Fig. 1: run 1, metal 2
Cells faint in the background.
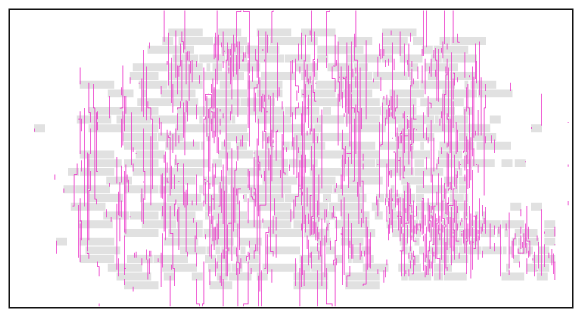
Fig. 2: run 1, routing congestion
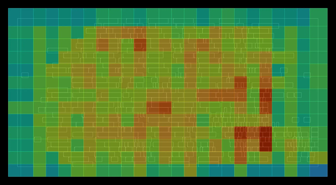
Fig. 3: run 1, the metal 1 layer
Supply wires on this layer in gray. Cells faint in the background.
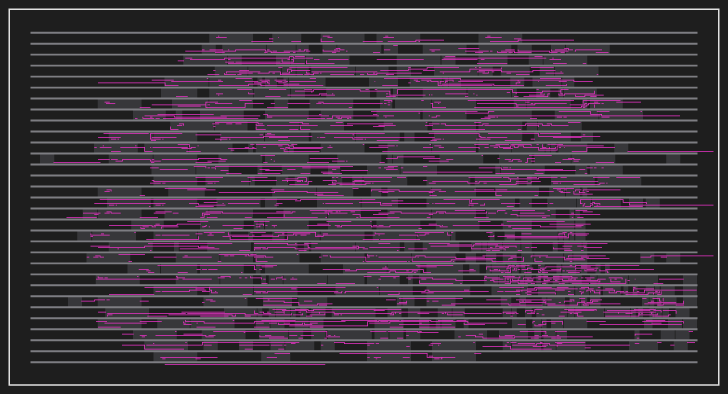
==> config.mk <==
export PLATFORM = sky130hd
export DESIGN_NAME = sync_fifo_flat
export DESIGN_NICKNAME = d
export VERILOG_FILES = /design/src/rtl/sync_fifo_if.sv /design/src/rtl/sync_fifo.sv /design/src/flat_wrapper.sv
export SDC_FILE = /design/constraint.sdc
export NUM_CORES = 1
export LEC_CHECK = 0
export CORE_ASPECT_RATIO = 0.5
export CORE_MARGIN = 5
export CORE_UTILIZATION = 45
export DETAILED_ROUTE_END_ITERATION = 8
export PLACE_DENSITY = 0.65
export SLEW_MARGIN = 5
export SYNTH_ARGS = -nofsm -noshare
export SYNTH_HDL_FRONTEND = slang
export SYNTH_SLANG_ARGS = --single-unit
==> constraint.sdc <==
create_clock -name clk -period 4.7 [get_ports clk]
set_clock_uncertainty 0.15 [all_clocks]
set_input_delay 0.47 -clock clk [delete_from_list [all_inputs] [get_ports clk]]
set_output_delay 0.47 -clock clk [all_outputs]
set_load 0.01 [all_outputs]
==> impl_metrics.csv, run 1 <==
group,metric,value,unit
run_status,status,"completed",
sta,maxSlewHeadroom,0.403,
job,tool_warnings,26,
yosys,ys_sh_adder,0.0134,
cells_and_area,largest_reg_flops,128,
power_and_ir_drop,pwr-share-clk,0.472,
setup_path,slowest_delay,0.56,ns
cts,cts_tree,"done",
setup_path,critical_path_depth,9,
yosys,ys_sh_aoi,0.0688,
yosys,ys_cells,350,
yosys,synthFlopType,"edfxtp_1",
die,ios,47,
worst_hold_path,min_path_cells,2,
power_and_ir_drop,leakagePower,2.63,nW
yosys,synth-edff-count,128,
placed_design,gp_congestion,0.765,
yosys,ys_top_cells_by_count,"128 x edfxtp_1, 44 x nor2_1, 32 x mux4_2, 26 x dfxtp_1, 16 x o211a_1",
die,die_y,92.7,um
sta,rsz0062_at_grt,"false",
die,die-width,175,um
yosys,syn-instance-count,350,
setup_path,cp_data_arrival_time,2.93,ns
About Fig. 1:
longest straight run: 58.8 um
main direction: vertical
share of all routed wire: 48%
vias: 3,331
final WL: 12,300 um
GRT met2 Usage: 0.254

About Fig. 2:
GRT busiest layer: met2
M3 GR Usage: 0.0343
drt wl/cell: 20.5 um
Total Routing Usage GR: 0.157
GR Util met1: 0.216

About Fig. 3:
nets with wire on the layer: 414
longest straight run: 49.7 um

[run 1: metrics by stage]
step	hold WS, ns	util
2_1_floorplan	0.332	-
3_3_place_gp	0.304	0.508
3_5_place_dp	0.310	0.508
4_1_cts	0.326	0.558
5_1_grt	0.352	0.558
6_report	0.322	0.558
[run 1: metal layers]
layer | routed length (um) | track usage
met1 | 5710 | 0.216
met2 | 5940 | 0.254
met3 | 544 | 0.0343
met4 | 128 | 0.0503
met5 | 0 | 0
[run 1: cell type report]
| cell class | instances | area (um^2) | share of cell area |
|---|---|---|---|
| clock buffers | 18 | 429 | 0.0571 |
| multi-input cells | 168 | 1650 | 0.220 |
| clock inverters | 14 | 243 | 0.0323 |
| repair buffers | 60 | 566 | 0.0752 |
| flip-flops and latches | 154 | 4370 | 0.581 |
| well taps | 176 | 220 | 0.0293 |
| inverters | 11 | 41.3 | 0.00549 |
[run 1: kinds of logic (layout without fill, tap and decap cells)]
group           Yosys count  count (layout)
simple gates             74              74
xor+xnor                  4               4
buf+inv                  28             103
mux                      34              34
compound gates           50              50
flops                   154             154
fa+ha+maj                 6               6
[run 1: cells in the final DEF, fill, tap and decap left out, types with 2 or more instances in the layout]
cell type,n
nand3_1,5
xor2_1,2
nor3_2,5
inv_6,2
edfxtp_1,128
dfxtp_1,25
buf_4,14
o211a_1,16
bufinv_16,6
a31oi_1,2
nor2_1,44
o21ai_2,14
clkdlybuf4s50_1,46
a21oi_1,6
inv_1,10
clkbuf_16,17
ha_1,5
mux4_2,32
nand2_1,9
nor3_1,3
clkinv_4,2
o21ai_0,6
clkinvlp_4,3
[run 1: worst register-to-register path, delay by kind of cell (launching register included)]
kind	cells	cell delay, ns
buffers and inverters	2	0.41
AND-OR/OR-AND	1	0.19
XOR/XNOR	1	0.19
AND/OR/NAND/NOR	3	1.04
flip-flops	1	0.56
adder cells (fa/ha/maj)	2	0.64
[run 1: power by group through the flow]
| stage | Sequential (mW) | Clock [mW] | Combinational (mW) |
|---|---|---|---|
| final | 1.51 | 1.53 | 0.204 |
| after detailed placement | 1.54 | 0 | 0.205 |
| after global routing | 1.51 | 1.62 | 0.219 |
| after floorplan | 1.54 | 0 | 0.109 |
| after global placement | 1.54 | 0 | 0.202 |
| after CTS | 1.51 | 1.56 | 0.206 |
Fig. 4: run 1, I/O nets highlighted
The bar under the picture is 50 um long.
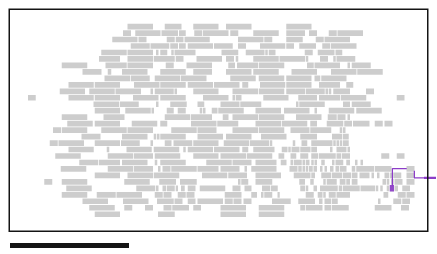

==> inputs of run 2 (changes only) <==
--- a/config.mk
+++ b/config.mk
@@ -9,7 +9,7 @@
 export CORE_MARGIN = 5
 export CORE_UTILIZATION = 45
 export DETAILED_ROUTE_END_ITERATION = 8
-export PLACE_DENSITY = 0.65
+export PLACE_DENSITY = 0.68
 export SLEW_MARGIN = 5
 export SYNTH_ARGS = -nofsm -noshare
 export SYNTH_HDL_FRONTEND = slang
==> constraint.sdc (replaced) <==
create_clock -name clk -period 3.1 [get_ports clk]
set_clock_uncertainty 0.15 [all_clocks]
set_input_delay 0.31 -clock clk [delete_from_list [all_inputs] [get_ports clk]]
set_output_delay 0.31 -clock clk [all_outputs]
set_load 0.01 [all_outputs]
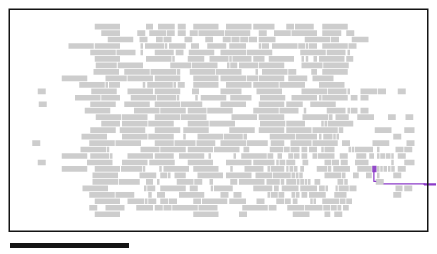
Fig. 5. I/O nets highlighted (run 2).
The bar under the picture is 50 um long.
| color | port | direction | end cells | wire |
|---|---|---|---|---|
| purple | `bus_almost_full` | output | 1 | 23.8 um |
Ports: 47
PortBufs: 46

==> impl_metrics.csv, run 2 <==
group,metric,value,unit
setup_path,slowest_delay,0.79,ns
die,die-width,175,um
cells_and_area,lay_top_count,"edfxtp_1",
setup_path,critical_path_depth,8,
sta,maxSlewHeadroom,0.406,
drt,wl_per_cell,20.1,um
drt,drt_pre_antenna_iters,5,
placed_design,gp_congestion,0.793,
run_status,status,"completed",
power_and_ir_drop,leakagePower,2.63,nW
yosys,ys_cells,350,
yosys,synthFlopType,"edfxtp_1",
cells_and_area,finalNetCount,443,
die,die_y,92.7,um
worst_hold_path,min_path_cells,2,
drt,wl,12200,um
cells_and_area,lay_top_cells,"128 x edfxtp_1, 43 x clkdlybuf4s50_1, 40 x nor2_1",
yosys,syn-instance-count,350,
yosys,ys_top_cells_by_count,"128 x edfxtp_1, 44 x nor2_1, 32 x mux4_2, 26 x dfxtp_1, 16 x o211a_1",
job,tool_warnings,28,
sta,hold_slack,0.323,ns
setup_path,cp_data_arrival_time,2.94,ns
sta,rsz0062_at_grt,"true",
power_and_ir_drop,ir_drop,0.000416,V
cells_and_area,largest_reg_flops,128,
drt,vias,3338,
[run 2: cell counts after synthesis]
No cell type changed its count.
[run 2: per-stage QoR]
stage	TNS (ns)	std cells	utilization
after floorplan	0	350	-
after global placement	0	569	0.512
after detailed placement	-0.961	569	0.512
after CTS	-0.140	603	0.555
after global routing	-3.17	605	0.560
final	0	605	0.560
[run 2: kinds of logic (layout without fill, tap and decap cells)]
group / count (synthesis) / after routing / share of synthesized area
mux: 34 / 34 / 0.121
buf+inv: 28 / 107 / 0.0258
xor+xnor: 4 / 4 / 0.00692
simple gates: 74 / 74 / 0.0545
compound gates: 50 / 50 / 0.0688
flops: 154 / 154 / 0.710
fa+ha+maj: 6 / 6 / 0.0134
[run 2: metal layers]
metal	part of all wire	track usage	vias up	routed length, um
met2	0.50	0.260	103	6130
met1	0.42	0.205	1710	5150
met3	0.061	0.0445	13	747
met4	0.010	0.0529	0	125
met5	0	0	-	0
li1	-	-	1512	-
[run 2: final cells by class]
class                   instances  area, um^2
inverters                      11        42.5
clock buffers                  25         495
flip-flops and latches        154        4370
repair buffers                 64         624
well taps                     176         220
multi-input cells             168        1730
fillers                      1006        5930
clock inverters                 7        67.6
[run 2: repair_timing]
item                                    CTS  global route
pin swaps                                 1             2
hold buffers                              0             0
gates resized                             3             5
setup buffers                             2             2
endpoints found under the setup margin   34            84
gates cloned                              0             0
[run 2: worst min-delay path: cells and delay by family, from the launching register on]
family	cells	cell delay, ns
and+or+nand+nor	1	0.07
DFF	1	0.33
AOI/OAI and AO/OA	1	0.04
[run 2: where the power goes]
part / leakage (nW) / switching (mW) / internal (mW) / total, mW
combinational: 1.00 / 0.165 / 0.162 / 0.328
sequential: 1.36 / 0.0130 / 2.27 / 2.28
clock: 0.269 / 0.742 / 1.19 / 1.93
Power figures rest on the tool's default switching activity, not on a simulated workload.
